layer_met3.png
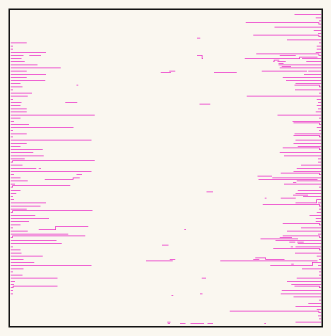
placement.png
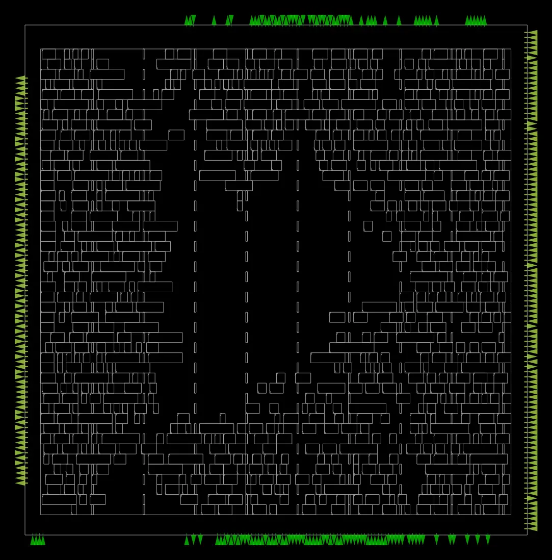
## config.mk

```make
export PLATFORM = sky130hd
export DESIGN_NAME = dmem_arbiter_flat
export DESIGN_NICKNAME = d
export VERILOG_FILES = /design/src/rtl/dmem_arbiter_if.sv /design/src/rtl/dmem_arbiter.sv /design/src/flat_wrapper.sv
export SDC_FILE = /design/constraint.sdc
export NUM_CORES = 1
export LEC_CHECK = 0
export ABC_AREA = 1
export CAP_MARGIN = 10
export CELL_PAD_IN_SITES_DETAIL_PLACEMENT = 1
export CELL_PAD_IN_SITES_GLOBAL_PLACEMENT = 1
export CORE_AREA = 4 4 131 133
export CTS_BUF_LIST = sky130_fd_sc_hd__clkbuf_2
export DETAILED_ROUTE_END_ITERATION = 12
export DIE_AREA = 0 0 135 137
export GPL_TIMING_DRIVEN = 0
export PLACE_DENSITY_LB_ADDON = 0.3
export REMOVE_ABC_BUFFERS = 1
export SLEW_MARGIN = 20
export SYNTH_ARGS = -nofsm -noshare
export SYNTH_HDL_FRONTEND = slang
export SYNTH_SLANG_ARGS = --single-unit
```

## constraint.sdc

```tcl
create_clock -name clk -period 1.7 [get_ports clk]
set_input_delay 0.34 -clock clk [delete_from_list [all_inputs] [get_ports clk]]
set_output_delay 0.34 -clock clk [all_outputs]
set_load 0.01 [all_outputs]
```

## src/rtl/dmem_arbiter_if.sv

```systemverilog
// Bundle of processor, debug and memory-side signals
// shared by dmem_arbiter and its surroundings.
interface dmem_arbiter_if;
    logic        cpu_req;
    logic        cpu_we;
    logic [31:0] cpu_addr;
    logic [31:0] cpu_wdata;
    logic [3:0]  cpu_be;
    logic [31:0] cpu_rdata;
    logic        cpu_stall;

    logic        dbg_req;
    logic        dbg_we;
    logic [31:0] dbg_addr;
    logic [31:0] dbg_wdata;
    logic        dbg_ack;
    logic [31:0] dbg_rdata;

    logic        mem_en;
    logic        mem_we;
    logic [31:0] mem_addr;
    logic [31:0] mem_wdata;
    logic [3:0]  mem_be;
    logic [31:0] mem_rdata;

    modport master (
        output cpu_req, cpu_we, cpu_addr, cpu_wdata, cpu_be,
        input  cpu_rdata, cpu_stall,
        output dbg_req, dbg_we, dbg_addr, dbg_wdata,
        input  dbg_ack, dbg_rdata,
        input  mem_en, mem_we, mem_addr, mem_wdata, mem_be,
        output mem_rdata
    );

    modport slave (
        input  cpu_req, cpu_we, cpu_addr, cpu_wdata, cpu_be,
        output cpu_rdata, cpu_stall,
        input  dbg_req, dbg_we, dbg_addr, dbg_wdata,
        output dbg_ack, dbg_rdata,
        output mem_en, mem_we, mem_addr, mem_wdata, mem_be,
        input  mem_rdata
    );
endinterface

```

## src/rtl/dmem_arbiter.sv

```systemverilog
// Two-cycle arbiter between CPU load/store and debug port.
// Define DMEM_ARB_STARVE_GUARD_EN to add the debug starvation guard.
module dmem_arbiter #(
    parameter int STARVE_LIMIT = 8
) (
    input  logic           clk,
    input  logic           rst_n,
    dmem_arbiter_if.slave  bus
);

    typedef enum logic [1:0] {
        IDLE     = 2'd0,
        RESP_CPU = 2'd1,
        RESP_DBG = 2'd2
    } state_t;

    state_t state_q;
    state_t state_d;

    logic issue_ok;
    logic force_dbg;
    logic grant_cpu;
    logic grant_dbg;

    logic unused_addr_lsbs;
    assign unused_addr_lsbs = ^{bus.cpu_addr[1:0],
                                bus.dbg_addr[1:0]};

    if (STARVE_LIMIT < 1 || STARVE_LIMIT > 255) begin : g_bad_limit
        $error("dmem_arbiter: STARVE_LIMIT outside 1..255");
    end

    // Nothing is issued while held in reset or awaiting a response.
    assign issue_ok  = rst_n & (state_q == IDLE);
    assign grant_dbg = issue_ok & bus.dbg_req &
                       (~bus.cpu_req | force_dbg);
    assign grant_cpu = issue_ok & bus.cpu_req & ~grant_dbg;

`ifdef DMEM_ARB_STARVE_GUARD_EN
    logic [7:0] starve_q;

    assign force_dbg = (starve_q == 8'(STARVE_LIMIT));

    // Count CPU wins over a waiting debug request.
    always_ff @(posedge clk or negedge rst_n) begin
        if (!rst_n) begin
            starve_q <= 8'd0;
        end else if (!bus.dbg_req || grant_dbg) begin
            starve_q <= 8'd0;
        end else if (grant_cpu) begin
            starve_q <= starve_q + 8'd1;
        end
    end
`else
    assign force_dbg = 1'b0;
`endif

    // State register.
    always_ff @(posedge clk or negedge rst_n) begin
        if (!rst_n) begin
            state_q <= IDLE;
        end else begin
            state_q <= state_d;
        end
    end

    // Next state: issue moves to its response, response returns.
    always_comb begin
        state_d = IDLE;
        unique case (state_q)
            IDLE: begin
                if (grant_cpu) begin
                    state_d = RESP_CPU;
                end else if (grant_dbg) begin
                    state_d = RESP_DBG;
                end
            end
            RESP_CPU: state_d = IDLE;
            RESP_DBG: state_d = IDLE;
            default:  state_d = IDLE;
        endcase
    end

    // Outputs: winner drives the memory command, responses pass data.
    always_comb begin
        bus.mem_en    = 1'b0;
        bus.mem_we    = 1'b0;
        bus.mem_addr  = 32'd0;
        bus.mem_wdata = 32'd0;
        bus.mem_be    = 4'd0;
        unique case (1'b1)
            grant_cpu: begin
                bus.mem_en    = 1'b1;
                bus.mem_we    = bus.cpu_we;
                bus.mem_addr  = {bus.cpu_addr[31:2], 2'b00};
                bus.mem_wdata = bus.cpu_wdata;
                bus.mem_be    = bus.cpu_be;
            end
            grant_dbg: begin
                bus.mem_en    = 1'b1;
                bus.mem_we    = bus.dbg_we;
                bus.mem_addr  = {bus.dbg_addr[31:2], 2'b00};
                bus.mem_wdata = bus.dbg_wdata;
                bus.mem_be    = 4'hF;
            end
            default: ;
        endcase
        bus.cpu_stall = bus.cpu_req & (state_q != RESP_CPU);
        bus.cpu_rdata = (state_q == RESP_CPU) ?
                        bus.mem_rdata : 32'd0;
        bus.dbg_ack   = (state_q == RESP_DBG);
    end

    // Debug read data is held until the next debug load completes.
    always_ff @(posedge clk or negedge rst_n) begin
        if (!rst_n) begin
            bus.dbg_rdata <= 32'd0;
        end else if (state_q == RESP_DBG && !bus.dbg_we) begin
            bus.dbg_rdata <= bus.mem_rdata;
        end
    end

endmodule

```

## src/flat_wrapper.sv

```systemverilog
// flat-port wrapper written by rule: the top's interface ports become plain ports
module dmem_arbiter_flat 
#(
    parameter int STARVE_LIMIT = 8
)
  (clk, rst_n, bus_cpu_req, bus_cpu_we, bus_cpu_addr, bus_cpu_wdata, bus_cpu_be, bus_cpu_rdata, bus_cpu_stall, bus_dbg_req, bus_dbg_we, bus_dbg_addr, bus_dbg_wdata, bus_dbg_ack, bus_dbg_rdata, bus_mem_en, bus_mem_we, bus_mem_addr, bus_mem_wdata, bus_mem_be, bus_mem_rdata);
  dmem_arbiter_if bus_i ();
  input  logic clk;
  input  logic rst_n;
  input wire logic [$bits(bus_i.cpu_req)-1:0] bus_cpu_req;
  input wire logic [$bits(bus_i.cpu_we)-1:0] bus_cpu_we;
  input wire logic [$bits(bus_i.cpu_addr)-1:0] bus_cpu_addr;
  input wire logic [$bits(bus_i.cpu_wdata)-1:0] bus_cpu_wdata;
  input wire logic [$bits(bus_i.cpu_be)-1:0] bus_cpu_be;
  output wire logic [$bits(bus_i.cpu_rdata)-1:0] bus_cpu_rdata;
  output wire logic [$bits(bus_i.cpu_stall)-1:0] bus_cpu_stall;
  input wire logic [$bits(bus_i.dbg_req)-1:0] bus_dbg_req;
  input wire logic [$bits(bus_i.dbg_we)-1:0] bus_dbg_we;
  input wire logic [$bits(bus_i.dbg_addr)-1:0] bus_dbg_addr;
  input wire logic [$bits(bus_i.dbg_wdata)-1:0] bus_dbg_wdata;
  output wire logic [$bits(bus_i.dbg_ack)-1:0] bus_dbg_ack;
  output wire logic [$bits(bus_i.dbg_rdata)-1:0] bus_dbg_rdata;
  output wire logic [$bits(bus_i.mem_en)-1:0] bus_mem_en;
  output wire logic [$bits(bus_i.mem_we)-1:0] bus_mem_we;
  output wire logic [$bits(bus_i.mem_addr)-1:0] bus_mem_addr;
  output wire logic [$bits(bus_i.mem_wdata)-1:0] bus_mem_wdata;
  output wire logic [$bits(bus_i.mem_be)-1:0] bus_mem_be;
  input wire logic [$bits(bus_i.mem_rdata)-1:0] bus_mem_rdata;
  assign bus_i.cpu_req = bus_cpu_req;
  assign bus_i.cpu_we = bus_cpu_we;
  assign bus_i.cpu_addr = bus_cpu_addr;
  assign bus_i.cpu_wdata = bus_cpu_wdata;
  assign bus_i.cpu_be = bus_cpu_be;
  assign bus_cpu_rdata = bus_i.cpu_rdata;
  assign bus_cpu_stall = bus_i.cpu_stall;
  assign bus_i.dbg_req = bus_dbg_req;
  assign bus_i.dbg_we = bus_dbg_we;
  assign bus_i.dbg_addr = bus_dbg_addr;
  assign bus_i.dbg_wdata = bus_dbg_wdata;
  assign bus_dbg_ack = bus_i.dbg_ack;
  assign bus_dbg_rdata = bus_i.dbg_rdata;
  assign bus_mem_en = bus_i.mem_en;
  assign bus_mem_we = bus_i.mem_we;
  assign bus_mem_addr = bus_i.mem_addr;
  assign bus_mem_wdata = bus_i.mem_wdata;
  assign bus_mem_be = bus_i.mem_be;
  assign bus_i.mem_rdata = bus_mem_rdata;
  dmem_arbiter #(.STARVE_LIMIT(STARVE_LIMIT)) u_core (.clk(clk), .rst_n(rst_n), .bus(bus_i));
endmodule
```

==> impl_metrics.json <==
{
  "finalWorstSetupSlack_ps": -541,
  "met3_length_um": 2100,
  "ant_nets": 0,
  "power_leader": "combinational logic",
  "final-comb-area_um2": 1920,
  "area_leaders": "dfrtp_1 30%, nand4_1 29%, nand2_1 13%",
  "grt.busiest_layer": "met2",
  "gp_congestion": 0.772,
  "placed_area_um2": 5950,
  "dpl.hpwl_um": 12400,
  "violations": "negative setup slack",
  "synth_cells": 429,
  "post_cts_resized": 406,
  "cts_hold_buf": 2,
  "cts_buffers": 5,
  "fin_setup_tns_ps": -42360,
  "finalWirelength_um": 21500,
  "status": "finished, violations left",
  "hold_violations": 0,
  "critical_path.endpoint": "bus_mem_addr[12]",
  "slew_viol_final": 0,
  "clock-sinks": 34,
  "grt_pass1_vias": 4900,
  "grt_util_met3_pct": 6.03,
  "clk_latency_ps": 410,
  "reg_top3": "u_core.bus.dbg_rdata (32), u_core.state_q (2)",
  "crit_buf_inv": 4,
  "drc": 0,
  "synth_flops": 34,
  "vias_per_cell": 4.88,
  "finalSetupViolations": 102,
  "vias": 4790,
  "lay_top_cells": "162 x clkdlybuf4s50_1, 130 x nand4_1, 98 x nand2_1",
  "largestClassByArea": "non-clock buffers",
  "fmax_mhz": 446
}
About layer_met3.png:
nets with wire on the layer: 207
main direction: horizontal

About placement.png:
seq_cells: 34
number of tapcells: 216
post-route insts no fill: 982
Util after Layout: 46.6%
fillers: 1,833

